[config.mk]
export PLATFORM = sky130hd
export DESIGN_NAME = imem_arb
export DESIGN_NICKNAME = d
export VERILOG_FILES = /design/src/rtl/imem_arb.sv
export SDC_FILE = /design/constraint.sdc
export NUM_CORES = 1
export LEC_CHECK = 0
export ABC_AREA = 1
export CAP_MARGIN = 25
export CORE_MARGIN = 4
export CORE_UTILIZATION = 26
export CTS_CLUSTER_DIAMETER = 60
export CTS_CLUSTER_SIZE = 10
export DETAILED_ROUTE_END_ITERATION = 8
export PLACE_DENSITY_LB_ADDON = 0.3
export SLEW_MARGIN = 25
export SYNTH_ARGS = -nofsm -noshare
export SYNTH_HDL_FRONTEND = slang
export SYNTH_SLANG_ARGS = --single-unit
[constraint.sdc]
create_clock -name clk -period 4.1 [get_ports clk]
set_input_delay 1.025 -clock clk [delete_from_list [all_inputs] [get_ports clk]]
set_output_delay 1.025 -clock clk [all_outputs]
set_load 0.05 [all_outputs]
[src/rtl/imem_arb.sv]
// imem_arb: two-requester round-robin arbiter for a shared instruction-memory port.
//
// Requester 0 (prefetcher) and requester 1 (secondary fetch master) compete for
// one memory request port. The arbiter accepts at most one request per cycle
// and records the owner of each accepted read in an in-order ID FIFO. It uses
// that FIFO to route each in-order response back to its owner.
// A per-requester kill marks that requester's in-flight reads so their
// responses are swallowed.
//
// Ports:
//   clk, rst                    clock, synchronous active-high reset
//   sN_req/sN_addr/sN_kill      requester N request, address, flush pulse
//   sN_busy                     request not accepted this cycle (hold req/addr)
//   sN_rvalid/sN_rdata/sN_bad   response strobe for N; data/fault are broadcast
//   m_req/m_addr/m_busy         memory request side
//   m_rvalid/m_rdata/m_bad      memory in-order response side
//   err                         sticky: response seen with nothing outstanding
module imem_arb #(
    parameter int ADDR_W   = 32,
    parameter int DATA_W   = 32,
    parameter int MAX_OUTS = 2
) (
    input  logic              clk,
    input  logic              rst,
    input  logic              s0_req,
    input  logic [ADDR_W-1:0] s0_addr,
    input  logic              s0_kill,
    output logic              s0_busy,
    output logic              s0_rvalid,
    output logic [DATA_W-1:0] s0_rdata,
    output logic [1:0]        s0_bad,
    input  logic              s1_req,
    input  logic [ADDR_W-1:0] s1_addr,
    input  logic              s1_kill,
    output logic              s1_busy,
    output logic              s1_rvalid,
    output logic [DATA_W-1:0] s1_rdata,
    output logic [1:0]        s1_bad,
    output logic              m_req,
    output logic [ADDR_W-1:0] m_addr,
    input  logic              m_busy,
    input  logic              m_rvalid,
    input  logic [DATA_W-1:0] m_rdata,
    input  logic [1:0]        m_bad,
    output logic              err
);

    localparam int PTR_W = (MAX_OUTS > 1) ? $clog2(MAX_OUTS) : 1;
    localparam int CNT_W = $clog2(MAX_OUTS + 1);

    logic [PTR_W-1:0]    rd_ptr_reg;
    logic [PTR_W-1:0]    wr_ptr_reg;
    logic [CNT_W-1:0]    count_reg;
    logic                last_grant_reg;
    logic                err_reg;

    // Per-entry owner id and kill mark, gathered into vectors for head lookup.
    logic [MAX_OUTS-1:0] entry_id;
    logic [MAX_OUTS-1:0] entry_kill;

    logic                grant;
    logic                can_acc;
    logic                accept;
    logic                pop;
    logic                head_id;
    logic                head_kill;
    logic                not_empty;

    function automatic logic [PTR_W-1:0] ptr_inc(input logic [PTR_W-1:0] p);
        return (p == PTR_W'(MAX_OUTS - 1)) ? '0 : p + 1'b1;
    endfunction

    assign not_empty = (count_reg != '0);
    assign head_id   = entry_id[rd_ptr_reg];
    assign head_kill = entry_kill[rd_ptr_reg];

    // A response returning this cycle frees its slot for a same-cycle accept.
    assign can_acc = (count_reg < CNT_W'(MAX_OUTS)) | (m_rvalid & not_empty);

    // Tie goes to whichever requester did not win the last accepted request.
    always_comb begin
        grant = s1_req;
        if (s0_req && s1_req) begin
            grant = ~last_grant_reg;
        end
    end

    assign m_req  = (s0_req | s1_req) & can_acc & ~rst;
    assign m_addr = grant ? s1_addr : s0_addr;
    assign accept = m_req & ~m_busy;
    assign pop    = m_rvalid & not_empty & ~rst;

    assign s0_busy = s0_req & ~(accept & ~grant);
    assign s1_busy = s1_req & ~(accept & grant);

    // A kill in the same cycle as the head response suppresses it directly,
    // since the mark set on the entry would only take effect after the edge.
    assign s0_rvalid = pop & ~head_id & ~head_kill & ~s0_kill;
    assign s1_rvalid = pop &  head_id & ~head_kill & ~s1_kill;
    assign s0_rdata  = m_rdata;
    assign s1_rdata  = m_rdata;
    assign s0_bad    = m_bad;
    assign s1_bad    = m_bad;
    assign err       = err_reg;

    genvar gi;
    generate
        for (gi = 0; gi < MAX_OUTS; gi++) begin : g_entry
            logic id_reg;
            logic kill_reg;

            // A push overrides a kill on the same slot: the newly accepted
            // read was not outstanding before the edge, so it stays live.
            // Marking stale (empty) slots is harmless; a push clears them.
            always_ff @(posedge clk) begin
                if (rst) begin
                    id_reg   <= 1'b0;
                    kill_reg <= 1'b0;
                end else if (accept && (wr_ptr_reg == PTR_W'(gi))) begin
                    id_reg   <= grant;
                    kill_reg <= 1'b0;
                end else if ((s0_kill && !id_reg) || (s1_kill && id_reg)) begin
                    kill_reg <= 1'b1;
                end
            end

            assign entry_id[gi]   = id_reg;
            assign entry_kill[gi] = kill_reg;
        end
    endgenerate

    always_ff @(posedge clk) begin
        if (rst) begin
            rd_ptr_reg     <= '0;
            wr_ptr_reg     <= '0;
            count_reg      <= '0;
            last_grant_reg <= 1'b1;
            err_reg        <= 1'b0;
        end else begin
            if (accept) begin
                wr_ptr_reg     <= ptr_inc(wr_ptr_reg);
                last_grant_reg <= grant;
            end
            if (pop) begin
                rd_ptr_reg <= ptr_inc(rd_ptr_reg);
            end
            if (accept && !pop) begin
                count_reg <= count_reg + 1'b1;
            end else if (pop && !accept) begin
                count_reg <= count_reg - 1'b1;
            end
            if (m_rvalid && !not_empty) begin
                err_reg <= 1'b1;
            end
        end
    end

endmodule

==> reports/summary.txt <==
Met2 Routed Length -> 2760 um
CP Data Required Time -> 3.07 ns
Unique cell types -> 22
Top logic family -> buffers and inverters
largest area contributor in the netlist -> buf_4
Placeable Area -> 5270 um2
Top cell by count, worst path -> nand2_1
DR WL/cell -> 15.2 um
Non-CTS buffers -> 112
die area -> 6860 um2
Worst Setup End Kind -> output pin
Clock buf/inv share -> 0.0221
DR vias/cell -> 4.27
Yosys chip area -> 1460 um2
top cell category -> buffers
layout net count -> 400
Final GP Congestion -> 0.821
worst path cell trace -> clkdlybuf4s50_1, nand2_2, inv_2, buf_4, nand2_1, nand2_1, buf_12
Gate Count Post-Synth -> 250
Seq area share -> 0.0805
htree depth -> 1
GR peak layer -> met2
ys flops -> 10
area grow syn2layout -> 70.7%
largest net degree at the start of global routing -> 33
DP Cell Count -> 358
worst hold path class -> reg -> reg
final non-filler cell total -> 362
# DRC -> 0
register area share after synthesis -> 0.137
cell area power density -> 269 nW/um2
met3 global-route usage -> 0.112
ant diodes -> 0
crit-path max FO -> 32
routed wl met3 -> 988 um
cell with the most instances after synthesis -> nand2_1
first-pass GRT wire length -> 8290 um
share of layout cells above drive strength 1 -> 0.188
Num CTS Buffers -> 3
final period utilization -> 0.849
number of logic gates -> 151
drt first pass iters -> 4
CTS clock-pin slew for the worst setup and hold paths -> 0.04 ns
CTS Root Cell -> clkbuf_8
outcome -> finished, final reports clean
cells in synth_stat.txt -> 250
number of setup buffers added after CTS -> 0
CTS tree -> built
post_cts resized -> 0
CP max-delay cell -> clkdlybuf4s50_1
syn_area_per_cell -> 5.83 um2
Ys Warns -> 0
Top Layer Used -> met4
filler cell count -> 528
logic gate fraction of the total cell area -> 0.258
syn nets -> 357
RSZ-0062 raised after global routing -> false
Skew-Pair Late Insertion Delay -> 0.24 ns
pins over their slew limit -> 0
VDD IR max -> 0.214 mV
inverter count -> 15
Simple-Gate Fraction of Synth Area -> 0.371
share of the synthesized area in the top cell type -> 0.351
EDFF count, synth -> 0
Fin Setup TNS -> 0 ns
synth cell count leaders -> 115 x nand2_1, 68 x buf_4, 10 x dfxtp_1, 10 x nor2_1, 9 x inv_1
Synth Area in XOR/XNOR -> 0.00601
Rel. slew slack -> 0.670
element type at the critical path start -> input pin
total congestion overflow -> 0
MI comb area -> 641 um2
number of global-route vias before repair -> 1496
final tally of hold violations -> 0
Setup CP Type -> in -> out
FF+latch area -> 200 um2
die width -> 82.8 um
ys async rst share -> 0
WP buf/inv -> 4
antenna-violating nets left -> 0
Max Cap Viol -> 0
==> power breakdown <==
part / switching (mW) / internal (mW) / total, mW
Combinational: 0.220 / 0.209 / 0.429
Clock: 0.0396 / 0.0845 / 0.124
Sequential: 0.00729 / 0.108 / 0.115
Total: 0.267 / 0.402 / 0.669
==> worst paths after layout <==
kind	to	startpoint	slack [ns]	cells past startpoint
worst min-delay path	g_entry[1].kill_reg	g_entry[1].id_reg	0.45	2
worst max-delay path	m_addr[11]	s1_req	0.62	7
worst min register to register	g_entry[1].kill_reg	g_entry[1].id_reg	0.45	2
worst max register to register	count_reg[1]	count_reg[1]	2.58	10
==> tightest hold or removal path, cell delays in order, from the launching register on <==
cell and delay, ns:
dfxtp_1 0.30, nand2_1 0.05, a21oi_1 0.05
Figure 1. Nets reached from selected ports.
Scale: 6 px per um.
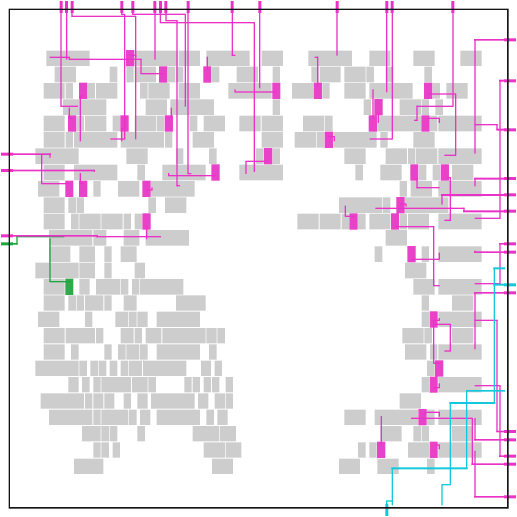
[cyan] `m_bad` | bits: 2 | direction: input | edge: 1 right, 1 bottom | end cells: 0 | buffers: 0 | wire: 90.7 um
[green] `s0_busy` | bits: 1 | direction: output | edge: left | end cells: 1 | buffers: 1 | wire: 20.3 um
[magenta] `m_addr` | bits: 32 | direction: output | edge: 15 top, 14 right, 3 left | end cells: 32 | buffers: 32 | wire: 741 um

Figure 2. Clock wiring as the flow saved it.
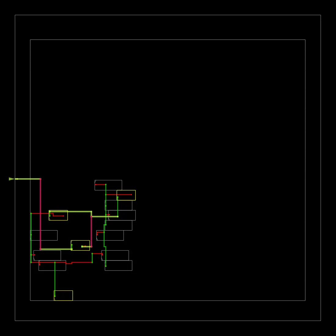
flop count: 10
clock sink count: 10
Layout Skew: 0.00635 ns

Figure 3. Cells colored by class.
Scale: 3 px per um.
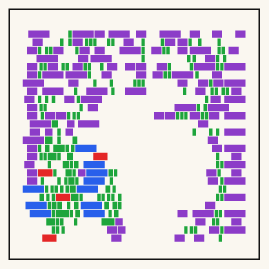
[green] remaining logic cells | cells: 166 | share of their area: 29%
[blue] sequential cells | cells: 10 | share of their area: 8.3%
[purple] remaining buffers and delay cells | cells: 112 | share of their area: 60%
[red] clock drivers and dummy loads | cells: 4 | share of their area: 2.3%

Figure 4. Signal wires on met3.
Scale: 4 px per um. Cells faint in the background.
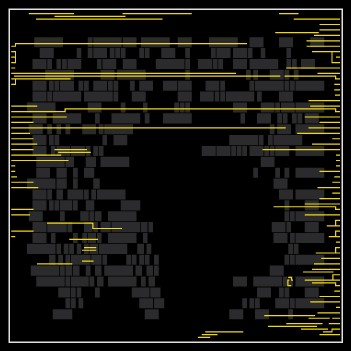
longest straight run: 68.3 um
share of all routed wire: 18%
wire length on this layer: 989 um
main direction: horizontal
nets with wire on the layer: 83

Figure 5. Routed clock nets over the placement.
Scale: 6 px per um.
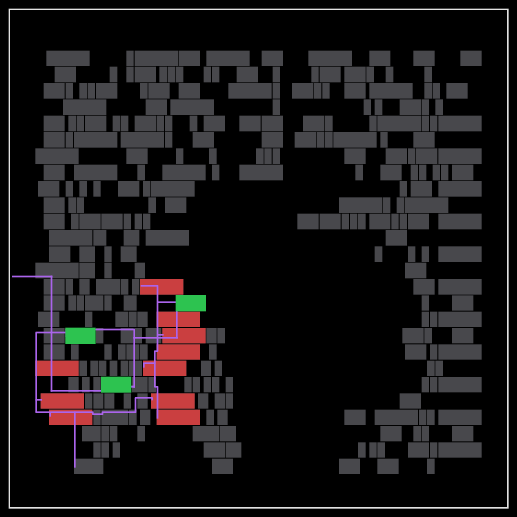
[green] clock-net drivers | count: 3
[purple] clock wires | length: 166 um
[red] flip-flops | count: 10
routed clock nets: 4

Power figures rest on the tool's default switching activity, not on a simulated workload.
